**Run 1: clock distribution**

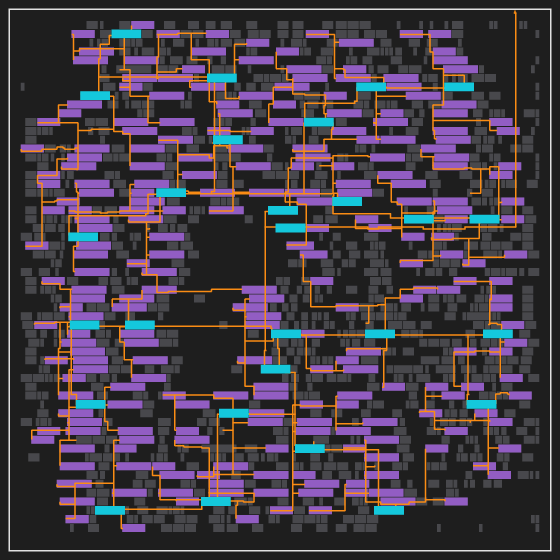
**Run 1: congestion heat map**

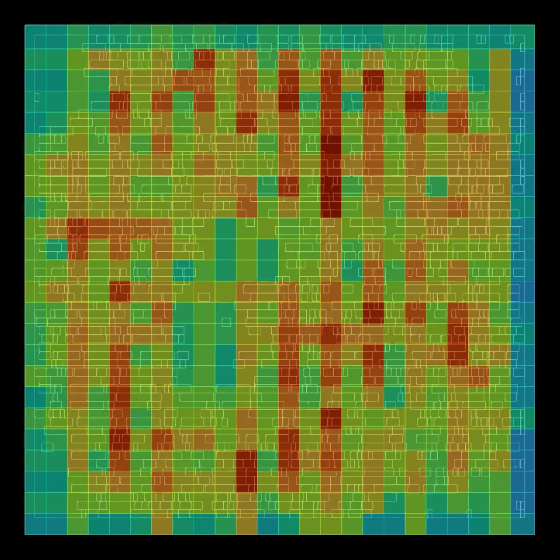
**Run 1: nets reached from selected ports**

Scale bar: 50 um.
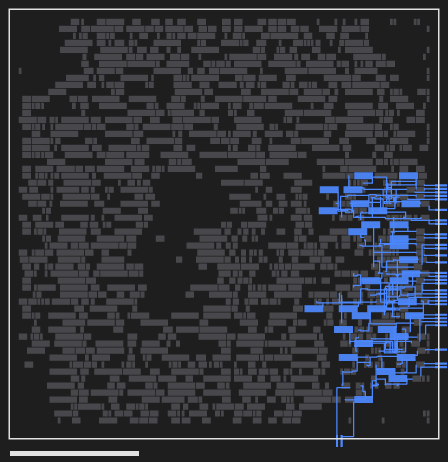
===== config.mk =====
export PLATFORM = sky130hd
export DESIGN_NAME = writeback_stage_flat
export DESIGN_NICKNAME = d
export VERILOG_FILES = /design/src/rtl/writeback_stage_pkg.sv /design/src/rtl/writeback_stage_if.sv /design/src/rtl/writeback_stage_fifo.sv /design/src/rtl/writeback_stage.sv /design/src/flat_wrapper.sv
export SDC_FILE = /design/constraint.sdc
export NUM_CORES = 1
export LEC_CHECK = 0
export CAP_MARGIN = 20
export CORE_MARGIN = 3
export CORE_UTILIZATION = 45
export DETAILED_ROUTE_END_ITERATION = 8
export PLACE_DENSITY_LB_ADDON = 0.2
export SLEW_MARGIN = 20
export SYNTH_ARGS = -nofsm -noshare
export SYNTH_HDL_FRONTEND = slang
export SYNTH_SLANG_ARGS = --single-unit

===== constraint.sdc =====
create_clock -name clock -period 6.6 [get_ports clock]
set_input_delay 0.66 -clock clock [delete_from_list [all_inputs] [get_ports clock]]
set_output_delay 0.66 -clock clock [all_outputs]
set_load 0.02 [all_outputs]

===== src/rtl/writeback_stage_pkg.sv =====
// Shared definitions for the writeback stage: default widths, buffer depth
// and the buffer-state encoding used by the top-level FSM.
package writeback_stage_pkg;

    localparam int DATA_WIDTH = 32;
    localparam int RA_WIDTH   = 5;
    localparam int PC_WIDTH   = 32;
    localparam int WB_DEPTH   = 2;
    localparam int CNT_WIDTH  = 32;

    typedef enum logic [1:0] {
        WB_EMPTY = 2'd0,
        WB_BUSY  = 2'd1,
        WB_FULL  = 2'd2
    } wb_state_e;

    // Width of an occupancy count able to hold 0..depth inclusive.
    function automatic int occ_width(input int depth);
        return $clog2(depth) + 1;
    endfunction

endpackage


===== src/rtl/writeback_stage_if.sv =====
// Bus between execute, the writeback stage and the GPR file write port.
// master: the surroundings (execute, GPR file, forwarding consumer).
// slave:  the writeback stage itself.
interface writeback_stage_if
    import writeback_stage_pkg::*;
#(
    parameter int DATA_W = DATA_WIDTH,
    parameter int RA_W   = RA_WIDTH,
    parameter int PC_W   = PC_WIDTH
);
    logic              ex_valid;
    logic [DATA_W-1:0] ex_result;
    logic [PC_W-1:0]   ex_pc;
    logic [RA_W-1:0]   ex_rd;
    logic              ex_ready;

    logic              wb_we;
    logic [RA_W-1:0]   wb_addr;
    logic [DATA_W-1:0] wb_data;
    logic [PC_W-1:0]   wb_pc;
    logic              wb_ack;

    logic [RA_W-1:0]   fwd_rs;
    logic              fwd_hit;
    logic [DATA_W-1:0] fwd_data;

    modport master (
        output ex_valid, ex_result, ex_pc, ex_rd, wb_ack, fwd_rs,
        input  ex_ready, wb_we, wb_addr, wb_data, wb_pc, fwd_hit, fwd_data
    );

    modport slave (
        input  ex_valid, ex_result, ex_pc, ex_rd, wb_ack, fwd_rs,
        output ex_ready, wb_we, wb_addr, wb_data, wb_pc, fwd_hit, fwd_data
    );
endinterface


===== src/rtl/writeback_stage_fifo.sv =====
// In-order result buffer for the writeback stage: storage, read/write
// pointers and occupancy. Entries are also presented in age order
// (index 0 = head/oldest) so the top level can look ahead and search them.
module writeback_stage_fifo #(
    parameter int DATA_W = 32,
    parameter int RA_W   = 5,
    parameter int PC_W   = 32,
    parameter int DEPTH  = 2
) (
    input  logic                   clock,
    input  logic                   reset,
    input  logic                   push,
    input  logic                   pop,
    input  logic [RA_W-1:0]        in_rd,
    input  logic [DATA_W-1:0]      in_data,
    input  logic [PC_W-1:0]        in_pc,
    output logic [$clog2(DEPTH):0] occupancy,
    output logic [DEPTH-1:0]       ord_valid,
    output logic [RA_W-1:0]        ord_rd   [DEPTH],
    output logic [DATA_W-1:0]      ord_data [DEPTH],
    output logic [PC_W-1:0]        ord_pc   [DEPTH]
);
    localparam int PTR_W = $clog2(DEPTH);
    localparam int OCC_W = PTR_W + 1;

    logic [RA_W-1:0]   mem_rd_r   [DEPTH];
    logic [DATA_W-1:0] mem_data_r [DEPTH];
    logic [PC_W-1:0]   mem_pc_r   [DEPTH];
    logic [PTR_W-1:0]  wr_ptr_r;
    logic [PTR_W-1:0]  rd_ptr_r;
    logic [OCC_W-1:0]  occ_r;

    // Capture the incoming entry; a flush only needs the pointers cleared.
    always_ff @(posedge clock) begin
        if (push) begin
            mem_rd_r[wr_ptr_r]   <= in_rd;
            mem_data_r[wr_ptr_r] <= in_data;
            mem_pc_r[wr_ptr_r]   <= in_pc;
        end
    end

    // Pointer and occupancy bookkeeping; DEPTH is a power of two so pointers wrap freely.
    always_ff @(posedge clock) begin
        if (!reset) begin
            wr_ptr_r <= {PTR_W{1'b0}};
            rd_ptr_r <= {PTR_W{1'b0}};
            occ_r    <= {OCC_W{1'b0}};
        end else begin
            if (push) begin
                wr_ptr_r <= wr_ptr_r + PTR_W'(1);
            end
            if (pop) begin
                rd_ptr_r <= rd_ptr_r + PTR_W'(1);
            end
            case ({push, pop})
                2'b10:   occ_r <= occ_r + OCC_W'(1);
                2'b01:   occ_r <= occ_r - OCC_W'(1);
                default: occ_r <= occ_r;
            endcase
        end
    end

    // Age-ordered view of the buffer, oldest entry first.
    always_comb begin
        logic [PTR_W-1:0] idx;
        idx = {PTR_W{1'b0}};
        for (int k = 0; k < DEPTH; k++) begin
            idx          = rd_ptr_r + PTR_W'(k);
            ord_valid[k] = (OCC_W'(k) < occ_r);
            ord_rd[k]    = mem_rd_r[idx];
            ord_data[k]  = mem_data_r[idx];
            ord_pc[k]    = mem_pc_r[idx];
        end
    end

    assign occupancy = occ_r;

endmodule


===== src/rtl/writeback_stage.sv =====
// Writeback stage: buffers completed execute results in order and retires
// them to the GPR file over a valid/ack write port. Entries targeting r0 are
// accepted and counted but never written. The write-port outputs are
// registered copies of the head entry and hold their value when empty.
// Optional forwarding search is enabled by defining WB_FORWARD_EN; without
// it fwd_hit and fwd_data are tied to zero.
module writeback_stage
    import writeback_stage_pkg::*;
#(
    parameter int DATA_W = DATA_WIDTH,
    parameter int RA_W   = RA_WIDTH,
    parameter int DEPTH  = WB_DEPTH,
    parameter int CNT_W  = CNT_WIDTH
) (
    input  logic                   clock,
    input  logic                   reset,
    input  logic                   stall,
    writeback_stage_if.slave       bus,
    output logic [$clog2(DEPTH):0] occupancy,
    output logic [CNT_W-1:0]       retire_cnt
);
    localparam int OCC_W = occ_width(DEPTH);
    localparam int PC_W  = PC_WIDTH;

    wb_state_e         state_r;
    wb_state_e         state_s;
    logic              ex_ready_s;
    logic              head_valid_s;
    logic              push_s;
    logic              pop_s;
    logic              drop_s;

    logic [DEPTH-1:0]  ord_valid_s;
    logic [RA_W-1:0]   ord_rd_s   [DEPTH];
    logic [DATA_W-1:0] ord_data_s [DEPTH];
    logic [PC_W-1:0]   ord_pc_s   [DEPTH];

    logic              nxt_valid_s;
    logic [RA_W-1:0]   nxt_rd_s;
    logic [DATA_W-1:0] nxt_data_s;
    logic [PC_W-1:0]   nxt_pc_s;

    logic              wb_we_r;
    logic [RA_W-1:0]   wb_addr_r;
    logic [DATA_W-1:0] wb_data_r;
    logic [PC_W-1:0]   wb_pc_r;
    logic [CNT_W-1:0]  retire_cnt_r;

    logic              fwd_hit_s;
    logic [DATA_W-1:0] fwd_data_s;

    writeback_stage_fifo #(
        .DATA_W (DATA_W),
        .RA_W   (RA_W),
        .PC_W   (PC_W),
        .DEPTH  (DEPTH)
    ) u_fifo (
        .clock     (clock),
        .reset     (reset),
        .push      (push_s),
        .pop       (pop_s),
        .in_rd     (bus.ex_rd),
        .in_data   (bus.ex_result),
        .in_pc     (bus.ex_pc),
        .occupancy (occupancy),
        .ord_valid (ord_valid_s),
        .ord_rd    (ord_rd_s),
        .ord_data  (ord_data_s),
        .ord_pc    (ord_pc_s)
    );

    // Buffer state register.
    always_ff @(posedge clock) begin
        if (!reset) begin
            state_r <= WB_EMPTY;
        end else begin
            state_r <= state_s;
        end
    end

    // State-derived status: acceptance and head presence come from registered state only.
    always_comb begin
        ex_ready_s   = 1'b0;
        head_valid_s = 1'b0;
        case (state_r)
            WB_EMPTY: begin
                ex_ready_s   = reset;
                head_valid_s = 1'b0;
            end
            WB_BUSY: begin
                ex_ready_s   = reset;
                head_valid_s = 1'b1;
            end
            WB_FULL: begin
                ex_ready_s   = 1'b0;
                head_valid_s = 1'b1;
            end
            default: begin
                ex_ready_s   = 1'b0;
                head_valid_s = 1'b0;
            end
        endcase
    end

    // Next buffer state from push/pop and the current fill level.
    always_comb begin
        state_s = state_r;
        case (state_r)
            WB_EMPTY: begin
                if (push_s) begin
                    state_s = WB_BUSY;
                end else begin
                    state_s = WB_EMPTY;
                end
            end
            WB_BUSY: begin
                if (push_s && !pop_s && (occupancy == OCC_W'(DEPTH - 1))) begin
                    state_s = WB_FULL;
                end else if (pop_s && !push_s && (occupancy == OCC_W'(1))) begin
                    state_s = WB_EMPTY;
                end else begin
                    state_s = WB_BUSY;
                end
            end
            WB_FULL: begin
                if (pop_s) begin
                    state_s = WB_BUSY;
                end else begin
                    state_s = WB_FULL;
                end
            end
            default: begin
                state_s = WB_EMPTY;
            end
        endcase
    end

    // An r0 head is discarded on the cycle it sits at the head; a real write leaves on ack.
    assign push_s = bus.ex_valid & ex_ready_s & ~stall;
    assign drop_s = reset & head_valid_s & (ord_rd_s[0] == {RA_W{1'b0}});
    assign pop_s  = reset & ((wb_we_r & bus.wb_ack) | drop_s);

    // Look-ahead: which entry will be at the head after this edge; hold the last one when empty.
    always_comb begin
        nxt_valid_s = 1'b0;
        nxt_rd_s    = wb_addr_r;
        nxt_data_s  = wb_data_r;
        nxt_pc_s    = wb_pc_r;
        if (pop_s) begin
            if (ord_valid_s[1]) begin
                nxt_valid_s = 1'b1;
                nxt_rd_s    = ord_rd_s[1];
                nxt_data_s  = ord_data_s[1];
                nxt_pc_s    = ord_pc_s[1];
            end else if (push_s) begin
                nxt_valid_s = 1'b1;
                nxt_rd_s    = bus.ex_rd;
                nxt_data_s  = bus.ex_result;
                nxt_pc_s    = bus.ex_pc;
            end else begin
                nxt_valid_s = 1'b0;
            end
        end else begin
            if (ord_valid_s[0]) begin
                nxt_valid_s = 1'b1;
                nxt_rd_s    = ord_rd_s[0];
                nxt_data_s  = ord_data_s[0];
                nxt_pc_s    = ord_pc_s[0];
            end else if (push_s) begin
                nxt_valid_s = 1'b1;
                nxt_rd_s    = bus.ex_rd;
                nxt_data_s  = bus.ex_result;
                nxt_pc_s    = bus.ex_pc;
            end else begin
                nxt_valid_s = 1'b0;
            end
        end
    end

    // Registered GPR write port; r0 entries are presented with the request low.
    always_ff @(posedge clock) begin
        if (!reset) begin
            wb_we_r   <= 1'b0;
            wb_addr_r <= {RA_W{1'b0}};
            wb_data_r <= {DATA_W{1'b0}};
            wb_pc_r   <= {PC_W{1'b0}};
        end else begin
            wb_we_r   <= nxt_valid_s & (nxt_rd_s != {RA_W{1'b0}});
            wb_addr_r <= nxt_rd_s;
            wb_data_r <= nxt_data_s;
            wb_pc_r   <= nxt_pc_s;
        end
    end

    // Retired-instruction counter; wraps naturally at its width.
    always_ff @(posedge clock) begin
        if (!reset) begin
            retire_cnt_r <= {CNT_W{1'b0}};
        end else if (pop_s) begin
            retire_cnt_r <= retire_cnt_r + CNT_W'(1);
        end else begin
            retire_cnt_r <= retire_cnt_r;
        end
    end

`ifdef WB_FORWARD_EN
    // Forwarding search oldest-to-youngest so the youngest match wins.
    always_comb begin
        fwd_hit_s  = 1'b0;
        fwd_data_s = {DATA_W{1'b0}};
        for (int k = 0; k < DEPTH; k++) begin
            if (reset && ord_valid_s[k] && (bus.fwd_rs != {RA_W{1'b0}})
                && (ord_rd_s[k] == bus.fwd_rs)) begin
                fwd_hit_s  = 1'b1;
                fwd_data_s = ord_data_s[k];
            end else begin
                fwd_hit_s  = fwd_hit_s;
                fwd_data_s = fwd_data_s;
            end
        end
    end
`else
    logic unused_fwd_rs_s;

    // Forwarding disabled: the query is ignored and the outputs stay at zero.
    always_comb begin
        unused_fwd_rs_s = ^bus.fwd_rs;
        fwd_hit_s       = 1'b0;
        fwd_data_s      = {DATA_W{1'b0}};
    end
`endif

    assign bus.ex_ready = ex_ready_s;
    assign bus.wb_we    = wb_we_r;
    assign bus.wb_addr  = wb_addr_r;
    assign bus.wb_data  = wb_data_r;
    assign bus.wb_pc    = wb_pc_r;
    assign bus.fwd_hit  = fwd_hit_s;
    assign bus.fwd_data = fwd_data_s;
    assign retire_cnt   = retire_cnt_r;

endmodule


===== src/flat_wrapper.sv =====
// flat-port wrapper written by rule: the top's interface ports become plain ports
module writeback_stage_flat import writeback_stage_pkg::*;
#(
    parameter int DATA_W = DATA_WIDTH,
    parameter int RA_W   = RA_WIDTH,
    parameter int DEPTH  = WB_DEPTH,
    parameter int CNT_W  = CNT_WIDTH
)
  (clock, reset, stall, occupancy, retire_cnt, bus_ex_valid, bus_ex_result, bus_ex_pc, bus_ex_rd, bus_wb_ack, bus_fwd_rs, bus_ex_ready, bus_wb_we, bus_wb_addr, bus_wb_data, bus_wb_pc, bus_fwd_hit, bus_fwd_data);
  writeback_stage_if #(.DATA_W(DATA_W), .RA_W(RA_W)) bus_i ();
  input  logic clock;
  input  logic reset;
  input  logic stall;
  output logic [$clog2(DEPTH):0] occupancy;
  output logic [CNT_W-1:0] retire_cnt;
  input wire logic [$bits(bus_i.ex_valid)-1:0] bus_ex_valid;
  input wire logic [$bits(bus_i.ex_result)-1:0] bus_ex_result;
  input wire logic [$bits(bus_i.ex_pc)-1:0] bus_ex_pc;
  input wire logic [$bits(bus_i.ex_rd)-1:0] bus_ex_rd;
  input wire logic [$bits(bus_i.wb_ack)-1:0] bus_wb_ack;
  input wire logic [$bits(bus_i.fwd_rs)-1:0] bus_fwd_rs;
  output wire logic [$bits(bus_i.ex_ready)-1:0] bus_ex_ready;
  output wire logic [$bits(bus_i.wb_we)-1:0] bus_wb_we;
  output wire logic [$bits(bus_i.wb_addr)-1:0] bus_wb_addr;
  output wire logic [$bits(bus_i.wb_data)-1:0] bus_wb_data;
  output wire logic [$bits(bus_i.wb_pc)-1:0] bus_wb_pc;
  output wire logic [$bits(bus_i.fwd_hit)-1:0] bus_fwd_hit;
  output wire logic [$bits(bus_i.fwd_data)-1:0] bus_fwd_data;
  assign bus_i.ex_valid = bus_ex_valid;
  assign bus_i.ex_result = bus_ex_result;
  assign bus_i.ex_pc = bus_ex_pc;
  assign bus_i.ex_rd = bus_ex_rd;
  assign bus_i.wb_ack = bus_wb_ack;
  assign bus_i.fwd_rs = bus_fwd_rs;
  assign bus_ex_ready = bus_i.ex_ready;
  assign bus_wb_we = bus_i.wb_we;
  assign bus_wb_addr = bus_i.wb_addr;
  assign bus_wb_data = bus_i.wb_data;
  assign bus_wb_pc = bus_i.wb_pc;
  assign bus_fwd_hit = bus_i.fwd_hit;
  assign bus_fwd_data = bus_i.fwd_data;
  writeback_stage #(.DATA_W(DATA_W), .RA_W(RA_W), .DEPTH(DEPTH), .CNT_W(CNT_W)) u_core (.clock(clock), .reset(reset), .stall(stall), .bus(bus_i), .occupancy(occupancy), .retire_cnt(retire_cnt));
endmodule

==> run summary, run 1 <==
Outcome = complete, no violations
Hold path cells = 2
Power density cells = 285 nW/um^2
Tool warnings = 36
Slew @ Worst Pin = 1.07 ns
Die ar. = 27700 um^2
Synth Warn # = 0
Dpl hpwl = 16800 um
R2R setup slack = 3.46 ns
Non-Filler Instances = 1541
FF-to-FF End = u_core.bus.wb_pc[2]$_SDFF_PN0_
Switch share = 27.9%
CTS tree = built
Worst skew pair latency = 0.52 ns
Vias in the first global route = 8624
Startpoint types = flip-flop
Share of cells above drive strength 1 = 12.0%
Worst r2r src = u_core.u_fifo.mem_rd_r[0][1]$_DFFE_PP_
Area leader share = 35.8%
Most frequent cells after synthesis = 151 x nand2_1, 138 x edfxtp_1, 109 x dfxtp_1, 82 x nand3_1, 71 x a31oi_1
Distinct lib cells = 51
Power Internal = 2.95 mW
Fillers = 2156
First-pass GRT wire length = 46200 um
Period utilization = 47.5%
DRT Pass-1 Iters = 5
Post-synth EDFFs = 138
Fin Setup TNS = 0 ns
CTS buffer count = 27
Avg Vias per Cell = 5.70
Cts hold-fix bufs = 0
CTS resizes = 0
Sequential cell area fraction in the yosys report = 54.6%
R2R cell count = 7
Final hold vios = 0
Max_cap viols = 0
Min cycle time layout = 3.14 ns
Critical Path End Type = flip-flop
Most common logic cells in the final layout = 177 x clkdlybuf4s50_1, 150 x nand2_1, 138 x edfxtp_1
Critical path required time = 6.98 ns
Die Wd = 166 um
Routed WL = 29400 um
Yosys Chip Area = 11600 um^2
Placed insts = 1491
Site Rows = 58
Top Ports = 217
Syn Area/Cell = 11.0 um^2
Worst-path clk slew = 0.06 ns
Initial antenna violation count = 2
CP Class = flip-flop to flip-flop
Highest Clock Rate = 319 MHz
First DRT Iteration DRCs = 579
Netlist Area Pre-Place = 11600 um^2
GRT overflow = 0
Number of port buffers = 178
Endpoints failing setup = 0
Fin. max-slew vios = 0
Synth flops = 247
GRT Total Usage = 20.2%
# Cells Yosys = 1053
Hold endpoint = u_core.bus.wb_pc[18]$_SDFF_PN0_
Dominant flop cell = edfxtp_1
Core box area = 25300 um^2
Worst Path Max Fanout = 24
Vias = 8787
Logic cell area = 4790 um^2
Nets = 1278
CTS Sinks = 247
Clock buffer depth = 3
Die height = 166 um
Root Buffer = clkbuf_16
Synth area leader = edfxtp_1
VDD IR max = 0.198 mV
Sequential power share = 44.3%
Most used logic cell in the final layout = clkdlybuf4s50_1
Worst Path Arrival = 3.51 ns
DRC viols = 0
Leakage = 4.60 nW
RSZ-0062 raised after global routing = no
Area grow syn2layout = 23.7%
Gp weighted congestion = 0.799
Post-synth ARST share = 0%
Initial Util = 45.9%
Logic gate share of total power = 19.4%
Largest net degree at the start of global routing = 77
NetSw = 1.14 mW
Setup bufs post-CTS = 0
Setup Skew = 0.0117 ns
-- 'clock distribution' (at the start) --
flip-flops -> purple  # count 247
clock wires -> orange  # length 3060 um
clock-net drivers -> cyan  # count 27
routed clock nets = 28
flops lie = spread over the die

-- 'congestion heat map' (at the start) --
GR peak layer: met2
met3 Use GR: 3.23%
WL/cell: 19.1 um
met1 Use GR: 28.0%

-- 'nets reached from selected ports' (at the start) --
retire_cnt -> blue  # bits 32, direction output, end cells 32, buffers 32, wire 1340 um

[run 1: registers in the layout, summed over array words and instances (netlist names), named ones only]
name / count
u_core.bus.wb_data: 32
u_core.u_fifo.rd_ptr_r: 1
u_core.retire_cnt: 32
u_core.bus.wb_pc: 32
u_core.u_fifo.wr_ptr_r: 1
u_core.u_fifo.mem_pc_r: 64
u_core.state_r: 2
u_core.u_fifo.occupancy: 2
u_core.bus.wb_addr: 5
u_core.bus.wb_we: 1
u_core.u_fifo.mem_data_r: 64
u_core.u_fifo.mem_rd_r: 10
[run 1: critical path, stage by stage (launching register included)]
cell and delay, ns:
edfxtp_1 0.41, nor4_1 0.46, a32oi_1 0.35, a21oi_4 0.40, nor2_1 0.13, a21oi_4 0.65, buf_4 0.43, a31oi_1 0.13
[run 1: final cells by class]
cell class | count | share of cell area (%)
Timing Repair Buffer | 191 | 13.1
Antenna cell | 1 | 0.0175
Clock inverter | 16 | 0.942
Inverter | 10 | 0.262
Sequential cell | 247 | 44.2
Clock buffer | 33 | 5.22
Tap cell | 330 | 2.88
Multi-Input combinational cell | 713 | 33.4
[run 1: metrics by stage]
step	power, mW	cell area, um^2	utilization, %	hold WS (ns)	setup slack (ns)
global route	4.26	14300	56.8	0.490	3.30
finish	4.09	14300	56.8	0.474	3.46
CTS	4.13	14300	56.8	0.476	3.49
floorplan	2.31	11700	-	0.498	1.81
detailed placement	2.64	13500	53.3	0.465	3.09
global placement	2.63	13500	53.3	0.465	3.07
[run 1: routing by layer]
layer	up-vias	part of all wire, %	wire length, um	global-route usage (%)
met5	-	0.041	12	0
met4	2	2.0	594	5.20
met3	42	6.4	1870	3.23
met2	291	47	13800	33.3
met1	4284	44	13100	28.0
li1	4168	-	-	-
[run 1: power groups by stage]
stage / clock network [mW] / registers [mW] / logic (mW)
6_report: 1.48 / 1.81 / 0.793
5_1_grt: 1.58 / 1.82 / 0.851
4_1_cts: 1.52 / 1.81 / 0.798
3_5_place_dp: 0 / 1.84 / 0.795
3_3_place_gp: 0 / 1.84 / 0.788
2_1_floorplan: 0 / 1.91 / 0.403
[run 1: kinds of logic after synthesis]
family          Yosys count  share of synthesized area [%]
compound gates          187                           11.7
xor+xnor                 24                           1.81
fa+ha+maj                 9                          0.972
buf+inv                 125                           5.42
flops                   247                           54.6
mux                     131                           12.0
other cells               1                         0.0324
simple gates            329                           13.4
[run 1: how the worst max path moves through the flow]
stage | startpoint | end | slack, ns | depth (start not counted)
after detailed placement | reset | u_core.bus.wb_pc[2]$_SDFF_PN0_ | 3.09 | 8
final | u_core.u_fifo.mem_rd_r[0][1]$_DFFE_PP_ | u_core.bus.wb_pc[2]$_SDFF_PN0_ | 3.46 | 7
after global routing | u_core.u_fifo.mem_rd_r[0][1]$_DFFE_PP_ | u_core.bus.wb_pc[7]$_SDFF_PN0_ | 3.30 | 7
after global placement | reset | u_core.u_fifo.mem_data_r[0][31]$_DFFE_PP_ | 3.07 | 6
after CTS | u_core.u_fifo.mem_rd_r[0][1]$_DFFE_PP_ | u_core.bus.wb_pc[7]$_SDFF_PN0_ | 3.49 | 7
after floorplan | stall | u_core.u_fifo.mem_data_r[0][0]$_DFFE_PP_ | 1.81 | 5
==> run 2: changes to the inputs <==
==> constraint.sdc (replaced) <==
create_clock -name clock -period 3.2 [get_ports clock]
set_input_delay 0.32 -clock clock [delete_from_list [all_inputs] [get_ports clock]]
set_output_delay 0.32 -clock clock [all_outputs]
set_load 0.02 [all_outputs]
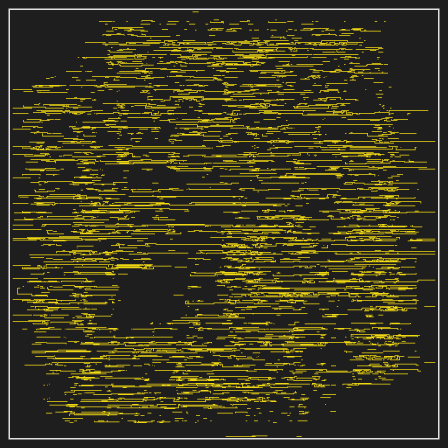
**Above:** run 2 (the metal 1 layer).
longest straight run = 59.8 um
main direction = horizontal
nets with wire on the layer = 1126
share of all routed wire = 44%

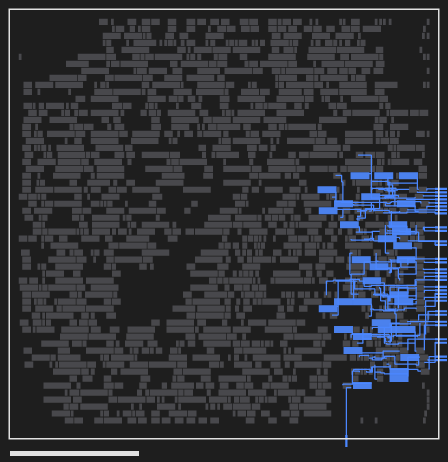
**Above:** run 2 (nets reached from selected ports).
Scale bar: 50 um.
retire_cnt -> blue  # bits 32, direction output, end cells 32, buffers 32, wire 1290 um

==> run 2 against run 1 <==
Sequential power increased by 110%. First-iteration DRC count rose by 23%. Total power rose by 110%. Combinational power grew 110%. Sequential share of layout area shrank 0.63 points. Area after synthesis did not move. Critical endpoint is now bus_ex_ready. Largest cell class unchanged. Highest routed layer unchanged.
==> run summary, run 2 <==
Sequential cell area fraction in the yosys report = 54.6% (unchanged)
Area grow syn2layout = 25.5%
Fin util = 57.6% (+0.82 points)
CTS resizes = 0 (unchanged)
Netlist Area Pre-Place = 11600 um^2 (unchanged)
CP most frequent cell = inv_1
Startpoint types = flip-flop
ANT cells = 0 (-1)
Site Rows = 58 (unchanged)
Yosys Chip Area = 11600 um^2 (unchanged)
Most used logic cell in the final layout = clkdlybuf4s50_1
First DRT Iteration DRCs = 710 (+23%)
GRT Total Usage = 20.4% (+0.21 points)
Die ar. = 27700 um^2 (unchanged)
Die height = 166 um (unchanged)
Area leader share = 35.8% (unchanged)
Critical path required time = 2.88 ns (-4.10 ns)
Die Wd = 166 um (unchanged)
WL/cell = 19.2 um (+0.36%)
Leakage = 4.70 nW (+2.2%)
Period utilization = 85.2%
Fillers = 2157 (+0.046%)
Cts hold-fix bufs = 0 (unchanged)
CTS buffer count = 27 (unchanged)
Syn Area/Cell = 11.0 um^2 (unchanged)
Vias = 8831 (+0.50%)
Setup bufs post-CTS = 0 (unchanged)
Max_cap viols = 0 (unchanged)
Vias in the first global route = 8560 (-0.74%)
Power density cells = 602 nW/um^2 (+110%)
Synth flops = 247 (unchanged)
First-pass GRT wire length = 46500 um (+0.72%)
DRT Pass-1 Iters = 5 (unchanged)
Fin. max-slew vios = 0 (unchanged)
Initial antenna violation count = 1 (-1)
Logic cell area = 4790 um^2 (unchanged)
Fin Setup TNS = 0 ns (unchanged)
Worst Path Max Fanout = 6 (-75%)
Worst Path Arrival = 2.41 ns (-1.10 ns)
CP Class = flip-flop to primary output
Slew @ Worst Pin = 0.812 ns (-0.261 ns)
Routed WL = 29700 um (+1.1%)
Post-synth EDFFs = 138 (unchanged)
CTS Sinks = 247 (unchanged)
VDD IR max = 0.375 mV (+89%)
Placed inst area = 13600 um^2 (+0.99%)
Setup Skew = 0.0129 ns (+0.00121 ns)
Initial Util = 45.9% (unchanged)
Clock buffer depth = 3 (unchanged)
DP Worst Slack = 0.579 ns (-2.51 ns)
Outcome = complete, no violations
Core box area = 25300 um^2 (unchanged)
Synth Warn # = 0 (unchanged)
Share of cells above drive strength 1 = 12.8% (+0.86 points)
Number of port buffers = 178 (unchanged)
Final worst slack = 0.475 ns (-2.99 ns)
Worst-path clk slew = 0.06 ns (about the same)
Distinct lib cells = 51 (unchanged)
Most frequent cells after synthesis = 151 x nand2_1, 138 x edfxtp_1, 109 x dfxtp_1, 82 x nand3_1, 71 x a31oi_1
Endpoints failing setup = 0 (unchanged)
CTS tree = built
Largest net degree at the start of global routing = 73 (-5.2%)
Final hold vios = 0 (unchanged)
Post-synth ARST share = 0% (unchanged)
Post-Layout Inst Area = 14500 um^2 (+1.4%)
## run 2: cell counts after synthesis
Identical to the previous run, type by type.
## run 2: through the flow
stage / instances / power (mW) / hold WS [ns]
after detailed placement: 1502 / 5.48 / 0.464
final: 1552 / 8.75 / 0.357
after floorplan: 1085 / 4.77 / 0.419
after CTS: 1552 / 8.82 / 0.346
after global routing: 1552 / 9.09 / 0.384
after global placement: 1502 / 5.46 / 0.466
## run 2: area by class of cell
class                           instances  share of cell area (%)
Sequential cell                       247                    43.5
Multi-Input combinational cell        713                    33.0
Timing Repair Buffer                  202                    13.8
Clock buffer                           29                    4.77
Tap cell                              330                    2.84
Clock inverter                         21                    1.84
Inverter                               10                   0.258
## run 2: kinds of logic after synthesis
logic type               share of synthesized area (%)
flip-flops                                        54.6
AND/OR/NAND/NOR                                   13.4
multiplexers                                      12.0
AND-OR/OR-AND                                     11.7
XOR/XNOR                                          1.81
adder cells (fa/ha/maj)                          0.972
buffers and inverters                             5.42
other                                           0.0324
## run 2: path summary, 6_finish.rpt
kind / cells past startpoint / slack, ns / start / end
setup / recovery: 5 / 0.47 / u_core.state_r[1]$_SDFF_PN0_ / bus_ex_ready
hold / removal: 5 / 0.36 / reset / u_core.retire_cnt[30]$_SDFFE_PN0N_
setup reg to reg: 9 / 0.73 / u_core.state_r[1]$_SDFF_PN0_ / u_core.bus.wb_we$_SDFF_PN0_
hold reg to reg: 2 / 0.47 / u_core.bus.wb_data[7]$_SDFF_PN0_ / u_core.bus.wb_data[7]$_SDFF_PN0_
## run 2: power breakdown
part           total, mW  switching, mW  internal (mW)
Combinational       1.68          0.949          0.728
Clock               3.34           1.28           2.05
Sequential          3.74          0.173           3.57
## run 2: per-layer routing
metal / wire length [um] / up-vias / GRT usage, %
li1: - / 4187 / -
met1: 13100 / 4297 / 27.8
met2: 14200 / 308 / 34.4
met3: 1970 / 37 / 3.25
met4: 430 / 2 / 4.95
met5: 20 / - / 0
## run 2: worst max-delay path, delay by kind of cell, from the launching register on
kind | cells | cell delay (ns)
compound gates | 1 | 0.35
fa+ha+maj | 1 | 0.23
buf+inv | 3 | 0.93
flops | 1 | 0.36
==> run 3: changes to the inputs <==
--- a/config.mk
+++ b/config.mk
@@ -10,7 +10,7 @@
 export CORE_UTILIZATION = 45
 export DETAILED_ROUTE_END_ITERATION = 8
 export PLACE_DENSITY_LB_ADDON = 0.2
-export SLEW_MARGIN = 20
+export SLEW_MARGIN = 10
 export SYNTH_ARGS = -nofsm -noshare
 export SYNTH_HDL_FRONTEND = slang
 export SYNTH_SLANG_ARGS = --single-unit
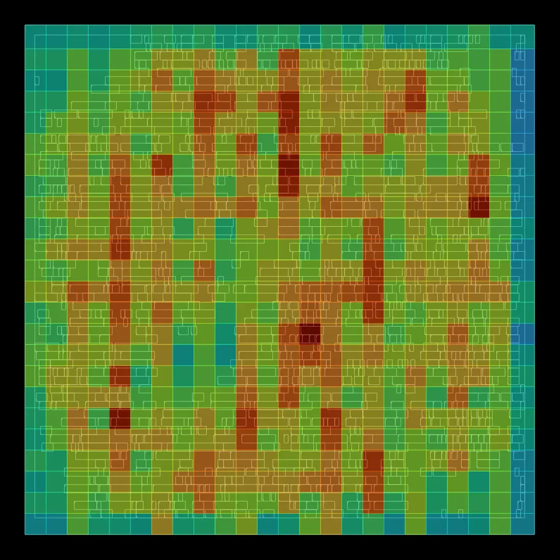
**Above:** run 3 (congestion heat map).
met3 Use GR: 3.25%
WL/cell: 19.2 um
GRT Total Usage: 20.4%

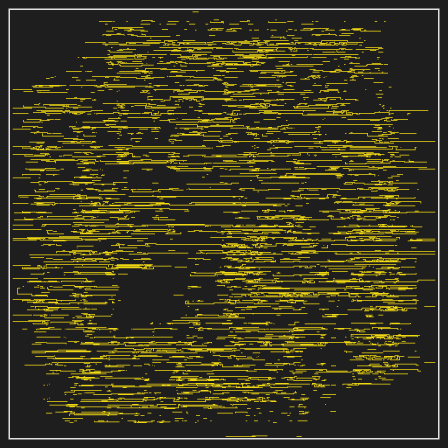
**Above:** run 3 (the metal 1 layer).
nets with wire on the layer = 1126
wire length on this layer = 13100 um
longest straight run = 59.8 um

==> run 3 against run 2 <==
Largest power group unchanged. Critical path type unchanged. Combinational power hardly changed. Total power stayed put. Die size stayed put. Routed wire length stayed put. Utilization stayed put. Area after synthesis stayed put. Highest routed layer unchanged.
==> run summary, run 3 <==
Area leader share = 35.8% (unchanged)
Yosys Chip Area = 11600 um^2 (unchanged)
Worst-path clk slew = 0.06 ns (about the same)
WP buf/inv = 3 (unchanged)
Core box area = 25300 um^2 (unchanged)
Critical path required time = 2.88 ns (about the same)
CTS buffer count = 27 (unchanged)
Synth Warn # = 0 (unchanged)
Sequential power share = 42.7% (about the same)
Die height = 166 um (unchanged)
Power density cells = 602 nW/um^2 (unchanged)
Vias in the first global route = 8560 (unchanged)
Vias = 8831 (unchanged)
First-pass GRT wire length = 46500 um (unchanged)
Most used logic cell in the final layout = clkdlybuf4s50_1
Cts hold-fix bufs = 0 (unchanged)
Outcome = complete, no violations
NetSw = 2.40 mW (unchanged)
Site Rows = 58 (unchanged)
CTS tree = built
Period utilization = 85.2% (unchanged)
CP delay by family, top = buffers and inverters
Routed WL = 29700 um (unchanged)
Syn Area/Cell = 11.0 um^2 (unchanged)
CP most frequent cell = inv_1
Post-synth ARST share = 0% (unchanged)
VDD IR max = 0.375 mV (unchanged)
Switch share = 27.5% (unchanged)
Die ar. = 27700 um^2 (unchanged)
Worst Path Max Fanout = 6 (unchanged)
Post-synth EDFFs = 138 (unchanged)
Most frequent cells after synthesis = 151 x nand2_1, 138 x edfxtp_1, 109 x dfxtp_1, 82 x nand3_1, 71 x a31oi_1
Final hold vios = 0 (unchanged)
Initial Util = 45.9% (unchanged)
Endpoints failing setup = 0 (unchanged)
Setup bufs post-CTS = 0 (unchanged)
Sequential cell area fraction in the yosys report = 54.6% (unchanged)
ANT cells = 0 (unchanged)
Fillers = 2157 (unchanged)
Share of cells above drive strength 1 = 12.8% (unchanged)
Startpoint types = flip-flop
Number of port buffers = 178 (unchanged)
Clock buffer depth = 3 (unchanged)
Leakage = 4.70 nW (unchanged)
Distinct lib cells = 51 (unchanged)
Clock share of power = 38.1% (about the same)
CTS Sinks = 247 (unchanged)
Synth flops = 247 (unchanged)
-- run 3: cell counts after synthesis --
No cell type changed its count.
-- run 3: cells by family (layout without fill, tap and decap cells) --
kind of cell / after synthesis / in the layout / synth area share (%)
flops: 247 / 247 / 54.6
buf+inv: 125 / 262 / 5.42
other cells: 1 / 33 / 0.0324
fa+ha+maj: 9 / 9 / 0.972
simple gates: 329 / 329 / 13.4
xor+xnor: 24 / 24 / 1.81
compound gates: 187 / 187 / 11.7
mux: 131 / 131 / 12.0
-- run 3: per-stage QoR --
| step | worst slack [ns] | instances | area (um^2) | power (mW) | hold WS [ns] |
|---|---|---|---|---|---|
| floorplan | 0.154 | 1085 | 11700 | 4.77 | 0.419 |
| global placement | 0.630 | 1502 | 13600 | 5.46 | 0.466 |
| detailed placement | 0.579 | 1502 | 13600 | 5.48 | 0.464 |
| CTS | 0.458 | 1552 | 14500 | 8.82 | 0.346 |
| global route | 0.360 | 1552 | 14500 | 9.09 | 0.384 |
| finish | 0.475 | 1552 | 14500 | 8.75 | 0.357 |
-- run 3: layout make-up --
type                       count  area, um^2  area share (%)
timing repair buffer         202        2010            13.8
clock buffer                  29         693            4.77
multi-input combinational    713        4790            33.0
sequential                   247        6330            43.5
tap                          330         413            2.84
clock inverter                21         268            1.84
inverter                      10        37.5           0.258
-- run 3: worst paths after layout --
| path | from | endpoint | slack [ns] | cells past startpoint |
|---|---|---|---|---|
| hold reg to reg | u_core.bus.wb_data[7]$_SDFF_PN0_ | u_core.bus.wb_data[7]$_SDFF_PN0_ | 0.47 | 2 |
| setup reg to reg | u_core.state_r[1]$_SDFF_PN0_ | u_core.bus.wb_we$_SDFF_PN0_ | 0.73 | 9 |
| setup / recovery | u_core.state_r[1]$_SDFF_PN0_ | bus_ex_ready | 0.47 | 5 |
| hold / removal | reset | u_core.retire_cnt[30]$_SDFFE_PN0N_ | 0.36 | 5 |
-- run 3: power by group through the flow --
stage          combinational (mW)  sequential [mW]  clock [mW]
6_report                     1.68             3.74        3.34
5_1_grt                      1.80             3.77        3.53
4_1_cts                      1.69             3.74        3.39
3_5_place_dp                 1.67             3.80           0
3_3_place_gp                 1.66             3.80           0
2_1_floorplan               0.833             3.94           0
-- run 3: layer usage --
metal	GRT usage (%)	up-vias	part of all wire [%]
li1	-	4187	-
met1	27.8	4297	44
met2	34.4	308	48
met5	0	-	0.067
met3	3.25	37	6.6
met4	4.95	2	1.4
-- run 3: worst reg2reg max path, cell delays in order, from the launching register on --
cell     delay, ns
dfxtp_1       0.36
inv_1         0.07
ha_1          0.23
o21ai_2       0.35
inv_1         0.22
nand3_1       0.15
a31oi_1       0.12
or4_1         0.54
o32ai_1       0.24
a21oi_1       0.06
No activity file was given, so power comes from the tool's default toggle rates.
